==> config.mk <==
export PLATFORM = sky130hd
export DESIGN_NAME = prbs_seq_ctrl
export DESIGN_NICKNAME = d
export VERILOG_FILES = /design/src/rtl/prbs_pkg.sv /design/src/rtl/prbs_seq_ctrl_nco.sv /design/src/rtl/prbs_seq_ctrl.sv
export SDC_FILE = /design/constraint.sdc
export NUM_CORES = 1
export LEC_CHECK = 0
export CORE_ASPECT_RATIO = 0.7
export CORE_MARGIN = 2
export CORE_UTILIZATION = 30
export DETAILED_ROUTE_END_ITERATION = 7
export GPL_TIMING_DRIVEN = 0
export HOLD_SLACK_MARGIN = 0.12
export PLACE_DENSITY_LB_ADDON = 0.08
export SKIP_LAST_GASP = 1
export SLEW_MARGIN = 30
export SYNTH_ARGS = -nofsm -noshare
export SYNTH_HDL_FRONTEND = slang
export SYNTH_SLANG_ARGS = --single-unit
==> constraint.sdc <==
create_clock -name clk -period 8.57 [get_ports clk]
set_input_delay 1.714 -clock clk [delete_from_list [all_inputs] [get_ports clk]]
set_output_delay 1.714 -clock clk [all_outputs]
set_load 0.05 [all_outputs]
==> src/rtl/prbs_pkg.sv <==
// Shared types and rate arithmetic for the PRBS transmit path.
// Used by the sequencer and by the generator itself.
package prbs_pkg;

  typedef enum logic [2:0] {
    IDLE,
    ARM,
    RUN,
    GAP,
    FIN
  } state_t;

  localparam logic [1:0] PRBS7  = 2'b00;
  localparam logic [1:0] PRBS9  = 2'b01;
  localparam logic [1:0] PRBS15 = 2'b10;
  localparam logic [1:0] PRBS31 = 2'b11;

  // NCO modulus: clock cycles in one 10 ms window.
  function automatic int unsigned nco_mod(
    input int unsigned clk_hz
  );
    return clk_hz / 100;
  endfunction

  function automatic logic [2:0] rate_norm(
    input logic [2:0] code
  );
    return (code > 3'd5) ? 3'd0 : code;
  endfunction

  // Bits transmitted per 10 ms at each rate code.
  function automatic logic [31:0] bits_10ms(
    input logic [2:0] code
  );
    logic [31:0] b;
    b = 32'd20000;
    case (rate_norm(code))
      3'd0:    b = 32'd20000;
      3'd1:    b = 32'd40000;
      3'd2:    b = 32'd80000;
      3'd3:    b = 32'd160000;
      3'd4:    b = 32'd320000;
      3'd5:    b = 32'd650000;
      default: b = 32'd20000;
    endcase
    return b;
  endfunction

endpackage

==> src/rtl/prbs_seq_ctrl_nco.sv <==
// Fractional bit-rate NCO: exactly inc ticks per MOD enabled cycles.
// The tick is registered; one step per enabled edge.
module prbs_tick_nco #(
  parameter int unsigned MOD = 1_300_000
) (
  input  logic        clk,
  input  logic        rst_n,
  input  logic        clear,
  input  logic        enable,
  input  logic [31:0] inc,
  output logic        tick
);

  localparam logic [31:0] MOD_W = 32'(MOD);

  logic [31:0] acc;
  logic [31:0] sum;

  // acc < MOD and inc < MOD, so the sum never wraps 32 bits.
  assign sum = acc + inc;

  always_ff @(posedge clk or negedge rst_n) begin
    if (!rst_n) begin
      acc  <= '0;
      tick <= 1'b0;
    end else if (clear) begin
      acc  <= '0;
      tick <= 1'b0;
    end else if (enable) begin
      if (sum >= MOD_W) begin
        acc  <= sum - MOD_W;
        tick <= 1'b1;
      end else begin
        acc  <= sum;
        tick <= 1'b0;
      end
    end else begin
      tick <= 1'b0;
    end
  end

endmodule

==> src/rtl/prbs_seq_ctrl.sv <==
// Run sequencer for the PRBS generator: start, bit ticks,
// repeat/sweep bookkeeping, watchdog and abort.
module prbs_seq_ctrl
  import prbs_pkg::*;
#(
  parameter int unsigned CLK_FREQ_HZ = 130_000_000,
  parameter int unsigned GAP_CYC     = 16,
  parameter int unsigned TIMEOUT_CYC =
    nco_mod(CLK_FREQ_HZ) + nco_mod(CLK_FREQ_HZ) / 16
) (
  input  logic       clk,
  input  logic       rst_n,
  input  logic       cmd_start,
  input  logic       cmd_abort,
  input  logic [2:0] cfg_rate_sel,
  input  logic [1:0] cfg_prbs_sel,
  input  logic       cfg_sweep,
  input  logic [7:0] cfg_repeat,
  input  logic       gen_done,
  output logic       gen_start,
  output logic       gen_bit_tick,
  output logic [2:0] gen_rate_sel,
  output logic [1:0] gen_prbs_sel,
  output logic       busy,
  output logic       run_done,
  output logic       seq_done,
  output logic       err_timeout,
  output logic [9:0] run_idx
);

  localparam int unsigned MOD      = nco_mod(CLK_FREQ_HZ);
  localparam logic [15:0] GAP_LAST = 16'(GAP_CYC);
  localparam logic [31:0] WD_LAST  = 32'(TIMEOUT_CYC - 1);

  state_t      state;
  state_t      state_nx;
  logic [7:0]  rep_cfg;
  logic        sweep_cfg;
  logic [7:0]  rep_cnt;
  logic [1:0]  ord_cnt;
  logic [31:0] wd;
  logic [15:0] gap_cnt;
  logic [31:0] inc;

  logic accept;
  logic run_end;
  logic timeout;
  logic rep_step;
  logic ord_step;
  logic nco_clear;
  logic nco_en;

  assign inc       = bits_10ms(gen_rate_sel);
  assign nco_clear = (state_nx == ARM);
  assign nco_en    = (state_nx == RUN);

  always_comb begin
    state_nx = state;
    accept   = 1'b0;
    run_end  = 1'b0;
    timeout  = 1'b0;
    rep_step = 1'b0;
    ord_step = 1'b0;
    unique case (state)
      IDLE: begin
        if (cmd_start && !cmd_abort) begin
          accept   = 1'b1;
          state_nx = ARM;
        end
      end
      ARM: state_nx = RUN;
      RUN: begin
        if (gen_done) begin
          run_end  = 1'b1;
          state_nx = GAP;
        end else if (wd == WD_LAST) begin
          timeout  = 1'b1;
          state_nx = IDLE;
        end
      end
      GAP: begin
        if (gap_cnt == GAP_LAST) begin
          if (rep_cnt < rep_cfg) begin
            rep_step = 1'b1;
            state_nx = ARM;
          end else if (sweep_cfg && ord_cnt != 2'd3) begin
            ord_step = 1'b1;
            state_nx = ARM;
          end else begin
            state_nx = FIN;
          end
        end
      end
      FIN:     state_nx = IDLE;
      default: state_nx = IDLE;
    endcase
    // Abort overrides every other event outside IDLE.
    if (cmd_abort && state != IDLE) begin
      state_nx = IDLE;
      run_end  = 1'b0;
      timeout  = 1'b0;
      rep_step = 1'b0;
      ord_step = 1'b0;
    end
  end

  always_ff @(posedge clk or negedge rst_n) begin
    if (!rst_n) begin
      state        <= IDLE;
      gen_start    <= 1'b0;
      busy         <= 1'b0;
      run_done     <= 1'b0;
      seq_done     <= 1'b0;
      err_timeout  <= 1'b0;
      run_idx      <= '0;
      gen_rate_sel <= '0;
      gen_prbs_sel <= '0;
      rep_cfg      <= '0;
      sweep_cfg    <= 1'b0;
      rep_cnt      <= '0;
      ord_cnt      <= '0;
      wd           <= '0;
      gap_cnt      <= '0;
    end else begin
      state     <= state_nx;
      gen_start <= (state_nx == ARM);
      busy      <= (state_nx != IDLE);
      run_done  <= run_end;
      seq_done  <= (state_nx == FIN);
      if (accept) begin
        gen_rate_sel <= rate_norm(cfg_rate_sel);
        gen_prbs_sel <= cfg_prbs_sel;
        rep_cfg      <= cfg_repeat;
        sweep_cfg    <= cfg_sweep;
        rep_cnt      <= '0;
        ord_cnt      <= '0;
        run_idx      <= '0;
        err_timeout  <= 1'b0;
      end
      if (timeout)
        err_timeout <= 1'b1;
      if (run_end)
        run_idx <= run_idx + 10'd1;
      if (rep_step)
        rep_cnt <= rep_cnt + 8'd1;
      if (ord_step) begin
        rep_cnt      <= '0;
        ord_cnt      <= ord_cnt + 2'd1;
        gen_prbs_sel <= gen_prbs_sel + 2'd1;
      end
      // Watchdog holds cycles elapsed since gen_start.
      if (state_nx == ARM)
        wd <= '0;
      else if (state_nx == RUN)
        wd <= wd + 32'd1;
      if (state == GAP)
        gap_cnt <= gap_cnt + 16'd1;
      else
        gap_cnt <= '0;
    end
  end

  prbs_tick_nco #(
    .MOD(MOD)
  ) u_nco (
    .clk   (clk),
    .rst_n (rst_n),
    .clear (nco_clear),
    .enable(nco_en),
    .inc   (inc),
    .tick  (gen_bit_tick)
  );

endmodule

### Met4 routing, run 1

Cells faint in the background.
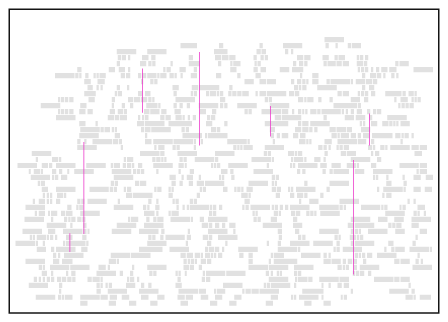
The wires run mostly vertical. The layer carries 191 um of wire. The layer holds 0.88% of the routed length. The longest straight run is 51.7 um. 4 nets have wire on it.
Total Wirelength: 21.8 mm
vias: 6622

### Track usage over the die, run 1

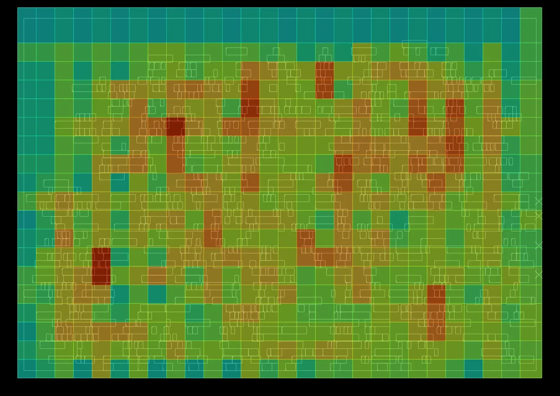
gr usage total: 17.3%
met2 usage: 23.5%
WL/cell: 16.9 um

==> run summary, run 1 <==
yosys + openroad results -> worst-skew pair later-pin latency 0.43 ns, DRC Markers 4, chip width 194 um, Placed Instances 1255, Yosys warning count 0, clk root buf clkbuf_16, mapped cell area 7610 sq um, post-layout period usage 56.9%, sequential fraction of the synthesis area 39.1%, Register Area 2980 sq um, relative slew slack 40.4%, Distinct lib cells used 79, Final Non-Filler Cells 1287, number of enable flip-flop cells 0, sw frac 44.9%, max-slew violation count 0, CTS Sinks 119, ys async rst share 100%, CTS tree done, CP Capture Point u_nco.acc[15], xor+xnor area frac 6.56%, Final Power 0.00338 W, DRT antenna net count 0, port buffer count 39, WHS Path Cells 2, I/O Pins 40, Top Layout Cells 119 x dfrtp_1, 106 x nand2_1, 81 x o21ai_0, Setup Viol. Count Final 0, CP max-delay cell a311oi_4, clock buffers 20, Core ar. 24800 sq um, Pwr Density 371 nW/um^2, most frequent logic cell in the layout dfrtp_1, worst path required time 8.85 ns, inverters 37, yosys stat cell total 890, Hold WC Path Type reg2reg, detailed router's first-iteration violation count 590, DP Wirelength 16.0 mm, max incr delay on CP 0.61 ns, Max Clock Skew 0.0125 ns, clk pwr 0.000816 W, Critical Path Fanout Max 10, post-synth net total 941, Hold EP rep_cfg[0], routed metal-1 wire length 12.4 mm, Period minus WS final 4.88 ns, highest-power group combinational cells, GRT busiest layer met1, hold slack 0.472 ns, Psw 0.00152 W, Tightest Pin Transition 0.886 ns, count leader, synth dfrtp_1, worst r2r dst u_nco.acc[15], Final GP Congestion 0.807, global-route wire length before repair 35.9 mm, Finished Core Util 36.7%, placed inst area 8440 sq um, Simple-Gate Fraction of Synth Area 25.3%, CTS H-tree depth 4, Post-CTS Setup Bufs 0, failing checks DRC, Gates resized, CTS repair 0, dpl ws 3.27 ns, status complete, but fails checks, Die H 137 um, Biggest Area Class logic gates, Clock power frac 24.2%
### Pin map, run 1

Pins as bars across the die edge, other pins in grey.
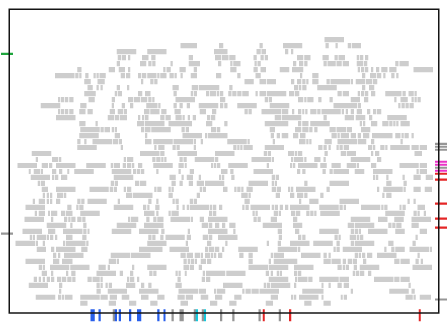
run_idx: shown in blue, pins 10, direction output, edge south. clk: shown in green, pins 1, direction input, edge west. cfg_rate_sel: shown in magenta, pins 3, direction input, edge east. gen_prbs_sel: shown in cyan, pins 2, direction output, edge south. cfg_repeat: shown in red, pins 8, direction input, edge 5 east, 3 south.
All pins by edge: 25 south, 13 east, 2 west.

-- run 1: sequential cells by signal (all words and copies together) (netlist names) --
signal and count:
wd 32, rep_cnt 8, sweep_cfg 1, rep_cfg 8, seq_done 1, gap_cnt 16, ord_cnt 2, err_timeout 1
u_nco.tick 1, gen_start 1, run_idx 10, run_done 1, gen_prbs_sel 2, busy 1, state 3, gen_rate_sel 3
u_nco.acc 28
-- run 1: critical path, delay by kind of cell, from the launching register on --
kind                     cells  cell delay [ns]
AND/OR/NAND/NOR              5             0.81
AND-OR/OR-AND                7             2.24
adder cells (fa/ha/maj)      2             0.69
flip-flops                   1             0.45
buffers and inverters        2             0.35
XOR/XNOR                     1             0.16
==> run 2: changes to the inputs <==
clock period = 5.11 ns   (was 8.57 ns; I/O delays follow)
==> run 2 against run 1 <==
The run still ends with DRC left. Sequential share of layout area down 0.054 points. Combinational power up about 70%. Sequential power up 67%. Cell count up 0.16%. Register-to-register slack worse by 3.3 ns. Hold slack worse by 0.00055 ns. Die area unchanged. Worst setup slack worse by 3.3 ns. Total power up 68%. Critical endpoint is now u_nco.acc[23]. Clock skew about the same. Flip-flop count unchanged. Count of clock-buffer cells in the layout unchanged.
==> run summary, run 2 <==
yosys + openroad results -> initial antenna violation count 0, FF-to-FF setup slack 0.41 ns, combinational power share 53.9%, clock buffers 20, Biggest Area Class logic gates, Hold WC Path Type reg2reg, Gates resized, CTS repair 0, WP buf/inv 1, r2r startpoint gen_rate_sel[2], global-route wire length before repair 35.9 mm, Psw 0.00255 W, gr usage total 17.3%, Die H 137 um, clk tree area frac 7.29%, detailed router's first-iteration violation count 562, sequential fraction of the synthesis area 39.1%, routed wl met2 8.32 mm, Syn-to-layout area delta 19.8%, count leader, synth dfrtp_1, Yosys warning count 0, port buffer count 39, setup slack after layout 0.408 ns, critical path cell sequence nor2b_1 > nand2_1 > inv_1 > ha_1 > fa_1 > a21o_1 > a221oi_4 > xnor2_1 > o311ai_0 > a21oi_1 > o211ai_1 > a21oi_1 > a21oi_2 > a32o_1 > nor3b_1 > a21o_1, Worst Setup Start Kind register, clk root buf clkbuf_16, Placed Instances 1255, fmax 213 MHz, critical path arrival 5.01 ns, number of logic gates 704, largest registers wd (32), u_nco.acc (28), gap_cnt (16), placed inst area 8440 sq um, Log Warnings 28, Tap Cells 325, vias 6624, RSZ-0062 raised after global routing false, Top Layout Cells 119 x dfrtp_1, 106 x nand2_1, 81 x o21ai_0, top sig layer met4, yosys stat cell total 890, fraction of area in multi-input gates 47.9%, area reported by Yosys stat 7610 sq um, Area leader share 39.1%, CTS tree done, Initial Util 30.7%, Worst path depth 16, DP Wirelength 16.0 mm, relative slew slack 39.8%, drt pass-1 iters 8, Max Clock Skew 0.0122 ns, Flop pwr share 22.0%, Register Area 2980 sq um, R2R cell count 16, combinational power 0.00307 W, Yosys top cell by area dfrtp_1, Setup Viol. Count Final 0, CP Capture Point u_nco.acc[23], CTS Buf Count 17, leakage power 3.96 nW, seq_cells 119, max incr delay on CP 0.61 ns, fin area 9120 sq um, WL/cell 16.9 um, vias in the first global route 6326, Non-clk bufs 72, Max-cap violations 0, worst path required time 5.42 ns, Setup TNS 0 ns, Finished Core Util 36.8%, Hold Vio Cnt, Final 0, Pwr Density 624 nW/um^2, Clock power frac 24.0%, clk pwr 0.00137 W, largest net degree at the start of global routing 70, Seq power 0.00125 W, top cells by count, synth 119 x dfrtp_1, 106 x nand2_1, 81 x o21ai_0, 78 x nor2_1, 72 x nand3_1, Period minus WS final 4.70 ns, Max IR drop VDD 0.000267 V, row count 48, routed vias/inst 5.14, syn avg cell area 8.55 sq um, DRC Markers 5, worst setup path class reg2reg, Total Wirelength 21.8 mm, Seq/total area 32.7%, routed metal-1 wire length 12.4 mm, Post-CTS Hold Buffers 0, Distinct lib cells used 79, Internal 0.00314 W, GRT busiest layer met1, Clock transition at path regs 0.06 ns, Final Non-Filler Cells 1289, mapped cell area 7610 sq um, dpl ws 0.262 ns, layout cells sized above 1 7.47%, Core ar. 24800 sq um, CTS Sinks 119, nature of the critical path endpoint register, CTS Buffer Depth 2, status complete, but fails checks, met3 WL post-DR 849 um, hold slack 0.471 ns, Die ar. 26700 sq um, GRT met3 Usage 3.50%, met1 GRT Util 27.4%, worst r2r dst u_nco.acc[23], Final GP Congestion 0.807, fill count 2561, worst-skew pair later-pin latency 0.43 ns, biggest area cells dfrtp_1 39%, o21ai_0 5.3%, nand2_1 5.2%, max-slew violation count 0, crit-path leading delay family AND-OR/OR-AND gates, main flop type dfrtp_1, CP max-delay cell a21oi_1, I/O Pins 40, Tightest Pin Transition 0.895 ns, nets@finish 1002, logic area 4370 sq um, Reg with most FFs wd, highest-power group combinational cells, post-synth net total 941, max reg flops 32, Post-CTS Setup Bufs 0, buffer share of cell area 6.19%, number of enable flip-flop cells 0, Final Power 0.00569 W, CTS H-tree depth 4, inverters 37, sw frac 44.8%, GR Overflow Total 0, post-layout period usage 92.0%, ANT cells 0, most frequent logic cell in the layout dfrtp_1, ys async rst share 100%, failing checks DRC, DRT antenna net count 0, chip width 194 um, Mapped Cells 890, Critical Path Fanout Max 8, flops & latches, synth 119, met2 usage 23.5%, Crit. Startpoint gen_rate_sel[2]
[run 2: worst min-delay path by stage]
stage               start          to  slack, ns  cells past startpoint
2_1_floorplan   sweep_cfg   sweep_cfg       0.44                      2
3_3_place_gp    sweep_cfg   sweep_cfg       0.46                      2
3_5_place_dp   rep_cfg[0]  rep_cfg[0]       0.46                      2
4_1_cts        rep_cfg[0]  rep_cfg[0]       0.48                      2
5_1_grt        gap_cnt[0]  gap_cnt[0]       0.50                      1
6_report       rep_cfg[0]  rep_cfg[0]       0.47                      2
[run 2: cell families after synthesis]
kind of cell | synth area share (%)
AND-OR/OR-AND | 19.3
XOR/XNOR | 6.56
adder cells (fa/ha/maj) | 5.36
buffers and inverters | 3.49
flip-flops | 39.1
multiplexers | 0.921
AND/OR/NAND/NOR | 25.3
### Register map, names as in the netlist, run 2

Other sequential cells in the stronger grey, the rest of the logic in the fainter grey.
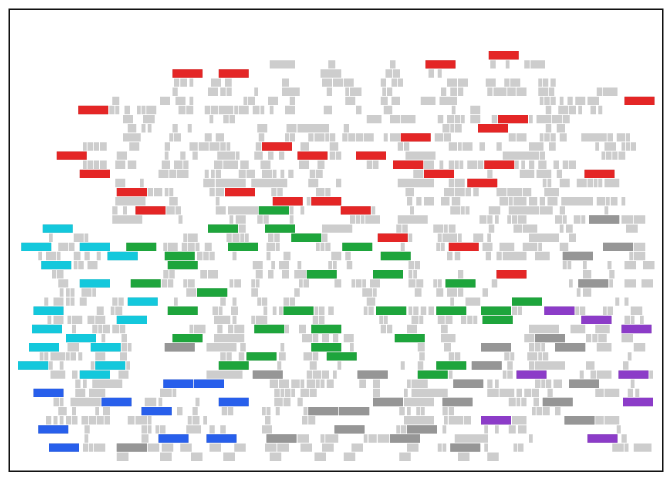
wd: shown in green, placed flops 32. run_idx: shown in blue, placed flops 10, where south-west. rep_cfg: shown in purple, placed flops 8, where south-east. gap_cnt: shown in cyan, placed flops 16. u_nco.acc: shown in red, placed flops 28.

Power and IR drop assume default switching activity.
